==> src/rtl/sound_scheduler_pkg.sv <==
// rtl/sound_scheduler_pkg.sv - shared state encoding and defaults for the audio scheduler
package sound_scheduler_pkg;

  typedef enum logic [1:0] {
    ST_IDLE     = 2'd0,
    ST_GRANT    = 2'd1,
    ST_PLAY_SFX = 2'd2,
    ST_GAP      = 2'd3
  } state_t;

  localparam logic [15:0] AMP_DEFAULT      = 16'd8192;
  localparam int          TICK_CYC_DEFAULT = 100000;

  function automatic int cnt_width(input int n);
    return (n > 1) ? $clog2(n) : 1;
  endfunction

endpackage

==> src/rtl/sound_scheduler_square_gen.sv <==
// rtl/sound_scheduler_square_gen.sv - square-wave phase generator, half-period of div clk cycles
module square_gen #(
  parameter int DIV_W = 22
) (
  input  logic             clk,
  input  logic             rst_n,
  input  logic             clr,
  input  logic [DIV_W-1:0] div,
  output logic             phase,
  output logic             silent
);

  logic [DIV_W-1:0] r_cnt;
  logic [DIV_W-1:0] r_div_prev;
  logic             r_phase;

  // A changed div restarts the count but keeps the phase, so retuning does not click.
  always_ff @(posedge clk or negedge rst_n) begin
    if (!rst_n) begin
      r_cnt      <= '0;
      r_div_prev <= '0;
      r_phase    <= 1'b0;
    end else begin
      r_div_prev <= div;
      if (clr || (div == '0)) begin
        r_cnt   <= '0;
        r_phase <= 1'b0;
      end else if (div != r_div_prev) begin
        r_cnt <= '0;
      end else if (r_cnt == (div - DIV_W'(1))) begin
        r_cnt   <= '0;
        r_phase <= ~r_phase;
      end else begin
        r_cnt <= r_cnt + DIV_W'(1);
      end
    end
  end

  assign phase  = r_phase;
  assign silent = (div == '0);

endmodule

==> src/rtl/sound_scheduler.sv <==
// rtl/sound_scheduler.sv - fixed-priority sharing of one PCM output between music and one-shot effects
module sound_scheduler
  import sound_scheduler_pkg::*;
#(
  parameter int          NUM_SFX   = 2,
  parameter int          DIV_W     = 22,
  parameter int          DUR_W     = 8,
  parameter int          TICK_CYC  = TICK_CYC_DEFAULT,
  parameter int          GAP_TICKS = 2,
  parameter logic [15:0] AMP       = AMP_DEFAULT
) (
  input  logic                     clk,
  input  logic                     rst_n,
  input  logic                     mute,
  input  logic [DIV_W-1:0]         bgm_div,
  input  logic [NUM_SFX-1:0]       sfx_req,
  input  logic [NUM_SFX*DIV_W-1:0] sfx_div,
  input  logic [NUM_SFX*DUR_W-1:0] sfx_dur,
  output logic [NUM_SFX-1:0]       sfx_ack,
  output logic                     busy,
  output logic [15:0]              audio_left,
  output logic [15:0]              audio_right
);

  localparam int TICK_W = cnt_width(TICK_CYC);
  localparam int IDX_W  = cnt_width(NUM_SFX);

  state_t             r_state;
  state_t             w_next;
  logic [IDX_W-1:0]   r_gidx;
  logic [IDX_W-1:0]   w_first_idx;
  logic [DIV_W-1:0]   r_div;
  logic [DIV_W-1:0]   w_gdiv;
  logic [DIV_W-1:0]   w_sq_div;
  logic [DUR_W-1:0]   r_rem;
  logic [DUR_W-1:0]   w_gdur;
  logic [TICK_W-1:0]  r_tick;
  logic [15:0]        r_sample;
  logic [NUM_SFX-1:0] w_ack;
  logic               w_busy;
  logic               w_tick_wrap;
  logic               w_last_tick;
  logic               w_clr;
  logic               w_phase;
  logic               w_silent;
  logic               w_quiet;

  always_comb begin
    w_first_idx = '0;
    for (int i = NUM_SFX - 1; i >= 0; i--) begin
      if (sfx_req[i]) w_first_idx = IDX_W'(i);
    end
  end

  assign w_gdiv      = sfx_div[int'(r_gidx) * DIV_W +: DIV_W];
  assign w_gdur      = sfx_dur[int'(r_gidx) * DUR_W +: DUR_W];
  assign w_tick_wrap = (r_tick == TICK_W'(TICK_CYC - 1));
  assign w_last_tick = w_tick_wrap && (r_rem == DUR_W'(1));

  always_ff @(posedge clk or negedge rst_n) begin
    if (!rst_n) r_state <= ST_IDLE;
    else        r_state <= w_next;
  end

  always_comb begin
    w_next = r_state;
    w_ack  = '0;
    w_busy = 1'b0;
    case (r_state)
      ST_IDLE: begin
        if (|sfx_req) w_next = ST_GRANT;
      end
      ST_GRANT: begin
        w_ack[r_gidx] = 1'b1;
        w_next        = (w_gdur == '0) ? ST_GAP : ST_PLAY_SFX;
      end
      ST_PLAY_SFX: begin
        w_busy = 1'b1;
        if (w_last_tick) w_next = ST_GAP;
      end
      ST_GAP: begin
        w_busy = 1'b1;
        if (w_last_tick) w_next = ST_IDLE;
      end
      default: w_next = ST_IDLE;
    endcase
  end

  // r_rem counts remaining effect ticks, then is reloaded to count the silent gap.
  always_ff @(posedge clk or negedge rst_n) begin
    if (!rst_n) begin
      r_gidx <= '0;
      r_div  <= '0;
      r_rem  <= '0;
      r_tick <= '0;
    end else begin
      case (r_state)
        ST_IDLE: begin
          r_gidx <= w_first_idx;
          r_tick <= '0;
        end
        ST_GRANT: begin
          r_div  <= w_gdiv;
          r_rem  <= (w_gdur == '0) ? DUR_W'(GAP_TICKS) : w_gdur;
          r_tick <= '0;
        end
        default: begin
          if (w_tick_wrap) begin
            r_tick <= '0;
            r_rem  <= (w_last_tick && (r_state == ST_PLAY_SFX)) ? DUR_W'(GAP_TICKS)
                                                                : r_rem - DUR_W'(1);
          end else begin
            r_tick <= r_tick + TICK_W'(1);
          end
        end
      endcase
    end
  end

  // GAP feeds bgm_div under clear so music resumes at phase 0 without a restart stall.
  always_comb begin
    w_sq_div = bgm_div;
    case (r_state)
      ST_GRANT:    w_sq_div = w_gdiv;
      ST_PLAY_SFX: w_sq_div = r_div;
      default:     w_sq_div = bgm_div;
    endcase
  end

  assign w_clr = (r_state == ST_GRANT) || (r_state == ST_GAP);

  square_gen #(
    .DIV_W(DIV_W)
  ) u_square_gen (
    .clk   (clk),
    .rst_n (rst_n),
    .clr   (w_clr),
    .div   (w_sq_div),
    .phase (w_phase),
    .silent(w_silent)
  );

  assign w_quiet = mute || w_silent || (r_state == ST_GRANT) || (r_state == ST_GAP);

  always_ff @(posedge clk or negedge rst_n) begin
    if (!rst_n)       r_sample <= '0;
    else if (w_quiet) r_sample <= '0;
    else              r_sample <= w_phase ? AMP : (~AMP + 16'd1);
  end

  assign sfx_ack     = w_ack;
  assign busy        = w_busy;
  assign audio_left  = r_sample;
  assign audio_right = r_sample;

endmodule

==> config.mk <==
export PLATFORM = sky130hd
export DESIGN_NAME = sound_scheduler
export DESIGN_NICKNAME = d
export VERILOG_FILES = /design/src/rtl/sound_scheduler_pkg.sv /design/src/rtl/sound_scheduler_square_gen.sv /design/src/rtl/sound_scheduler.sv
export SDC_FILE = /design/constraint.sdc
export NUM_CORES = 1
export LEC_CHECK = 0
export CAP_MARGIN = 20
export CORE_AREA = 10 10 118 120
export CTS_CLUSTER_SIZE = 40
export DETAILED_ROUTE_END_ITERATION = 6
export DIE_AREA = 0 0 128 130
export PLACE_DENSITY = 0.85
export SYNTH_ARGS = -nofsm -noshare
export SYNTH_HDL_FRONTEND = slang
export SYNTH_SLANG_ARGS = --single-unit
==> constraint.sdc <==
create_clock -name clk -period 8.55 [get_ports clk]
set_input_delay 1.71 -clock clk [delete_from_list [all_inputs] [get_ports clk]]
set_output_delay 1.71 -clock clk [all_outputs]
set_load 0.02 [all_outputs]
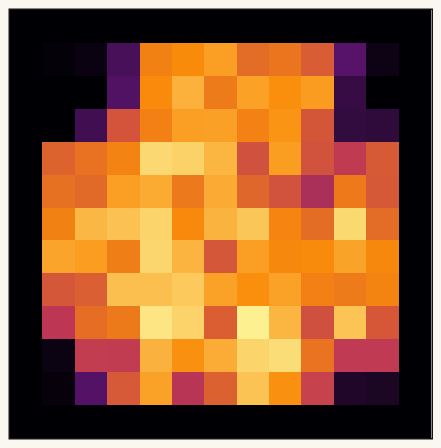
(images/util_map.png)
The die is cut into 13 by 13 equal tiles; black is low, pale yellow is high, 0 to 100% covered.
fullest tile	97%
emptiest ninth of the die	north-west
nearly empty tiles	32%
Core ar.: 11,700 sq um
FP Util: 55.2%

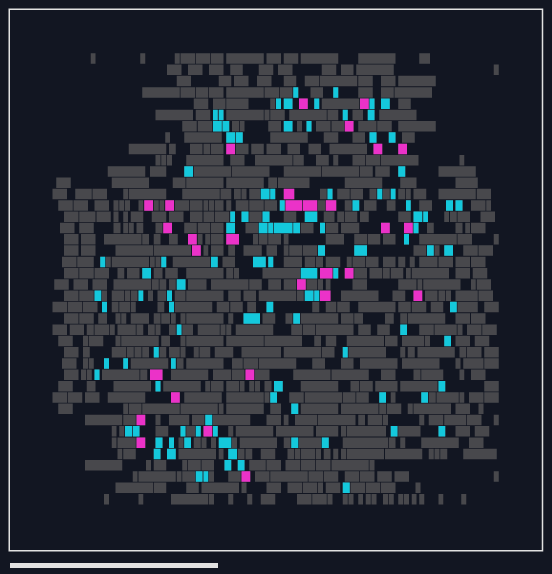
(images/gates.png)
Bar = 50 um.
family	color	cells
and/or cells	magenta	30
nand cells	cyan	107
logic share of the area: 47.2%
Post-Layout Cell Count: 926
most frequent logic cell in the layout: dfrtp_1

==> results.cfg <==
; yosys + openroad results
[global_route]
gr-usage-met3_pct = 3.94
busiest_layer = met2
grt_usage_pct = 19.8
grt_max_degree = 60
antenna_found_initial = 0
grt-ovfl-total = 0
met2_usage_pct = 34.5
grt_pass1_vias = 5463
grt_util_met1_pct = 23.2

[synth]
netlist_area_sq_um = 6470
avgSynthCellArea_sq_um = 9.29
synth.largest_area_cell = dfrtp_1
ys_cells = 696
yosys_warnings = 0
area_leaders = dfrtp_1 (38%), xor2_1 (6.9%), nor2_1 (4.9%)
synthCells = 696
yosys.stat.chipArea_sq_um = 6470
common_cells = dfrtp_1 (97), nor2_1 (84), xor2_1 (51)
synth.distinct_cells = 68
synth.top_cell.area_share_pct = 37.5

[power]
comb_power_share_pct = 59.4
total_power_uw = 2750
seq_power_share_pct = 25.3
intPower_uw = 1460
sw_frac_of_total_pct = 46.8
clockPowerShare_pct = 15.2
power.density_nw_per_um2 = 358

[clock_tree]
insertion_delay_ns = 0.35
clockBufferDepth = 2
post-cts-setup-buffers = 0
clk_pin_slew_ns = 0.06
cts-root-buf = clkbuf_16
cts_hold_buf = 0
htree_levels = 3
cts_resized = 0

[final_timing]
layout_min_cycle_time_ns = 5.42
timing.fmax_ghz = 0.185
final_hold_viol_count = 0
tns_ns = 0
relSlewSlack_pct = 47.2
rsz0062_at_grt = false
period_used_pct = 63.4
drv_slew = 0
clock_skew_ns = 0.0111

[place]
portBuffers = 95
dp_hpwl_um = 12400
place_ws_ns = 2.73

[setup_path]
r2r_end = u_square_gen.phase
required_ns = 8.77
critPathArrivalTime_ns = 5.64
crit_chain = clkdlybuf4s50_1 > mux2i_1 > o221ai_2 > inv_1 > ha_1 > o2111ai_1 > nor4_2 > nand3_1 > xnor2_1 > or4b_1 > or4_4 > nor4_4 > buf_4 > nor3b_1
rrSetupSlack_ns = 3.39
path_max_fanout = 22
path_class = input pin to flop
start_kind = input pin
slowest_delay_ns = 0.54
rr_startpoint = r_state[1]
reg2reg_depth = 15

[finish]
combGateArea_sq_um = 3620
clock_buffers = 11
buf_share_pct = 13.1
nets = 870
design_area_sq_um = 7670
drive_gt1_share_pct = 9.88
logic_gate_count = 532
clockNetworkAreaShare_pct = 4.00
nFillCells = 955
regArea_sq_um = 2430

[floorplanning]
dieWidth_um = 128
rows = 40
chip_area_sq_um = 16600
ios = 122
nWellTaps = 147

[min_path]
hold_path_class = flop to flop
min_from = u_square_gen.phase
hold_depth = 1

[detailed_routing]
wl_per_cell_um = 17.8
vias_per_cell = 5.79
ant_nets = 0
drt_iter0_drc = 429
drcViolationCount = 0
first_pass_iters = 5

[job]
maxCapViolations = 0
warning_count = 30

[outcome]
status = complete, no violations
[worst max-delay path by stage]
stage | from | end | slack (ns)
after floorplan | sfx_div[22] | u_square_gen.r_cnt[12] | 3.64
after global placement | sfx_div[22] | u_square_gen.r_cnt[21] | 2.86
after global routing | sfx_div[0] | u_square_gen.r_cnt[21] | 2.71
after detailed placement | sfx_div[22] | u_square_gen.r_cnt[1] | 2.73
after CTS | sfx_div[0] | u_square_gen.r_cnt[1] | 3.08
final | sfx_div[0] | u_square_gen.r_cnt[1] | 3.13
[stage by stage]
step	hold slack [ns]	instances	utilization (%)
floorplan	0.430	721	-
global placement	0.457	909	62.7
detailed placement	0.459	909	62.7
CTS	0.467	925	65.4
global route	0.479	926	65.5
finish	0.461	926	65.5
[critical path: cells and delay by family]
kind / cells / cell delay, ns
AOI/OAI and AO/OA: 2 / 0.52
xor gates and xnor gates: 1 / 0.17
adders and majority gates: 1 / 0.24
buffers and inverters: 3 / 0.88
muxes: 1 / 0.22
and+or+nand+nor: 6 / 1.90
[per-layer routing]
| layer | share of wire (%) | vias up |
|---|---|---|
| met5 | 0 | - |
| met4 | 2.5 | 0 |
| met3 | 5.4 | 31 |
| met2 | 50 | 172 |
| met1 | 42 | 2613 |
| li1 | - | 2550 |
[cells by family after synthesis]
kind of cell | after synthesis | synth area share [%]
multiplexers | 33 | 5.53
XOR/XNOR | 85 | 11.5
AND/OR/NAND/NOR | 285 | 24.4
other | 1 | 0.0580
flip-flops | 97 | 37.5
buffers and inverters | 92 | 7.93
AND-OR/OR-AND | 94 | 11.3
adder cells (fa/ha/maj) | 9 | 1.74
[power groups by stage]
stage	logic, uW	clock network [uW]	registers [uW]
finish	1630	418	696
global route	1800	442	712
CTS	1630	423	693
detailed placement	1620	0	700
global placement	1570	0	690
floorplan	1300	0	678
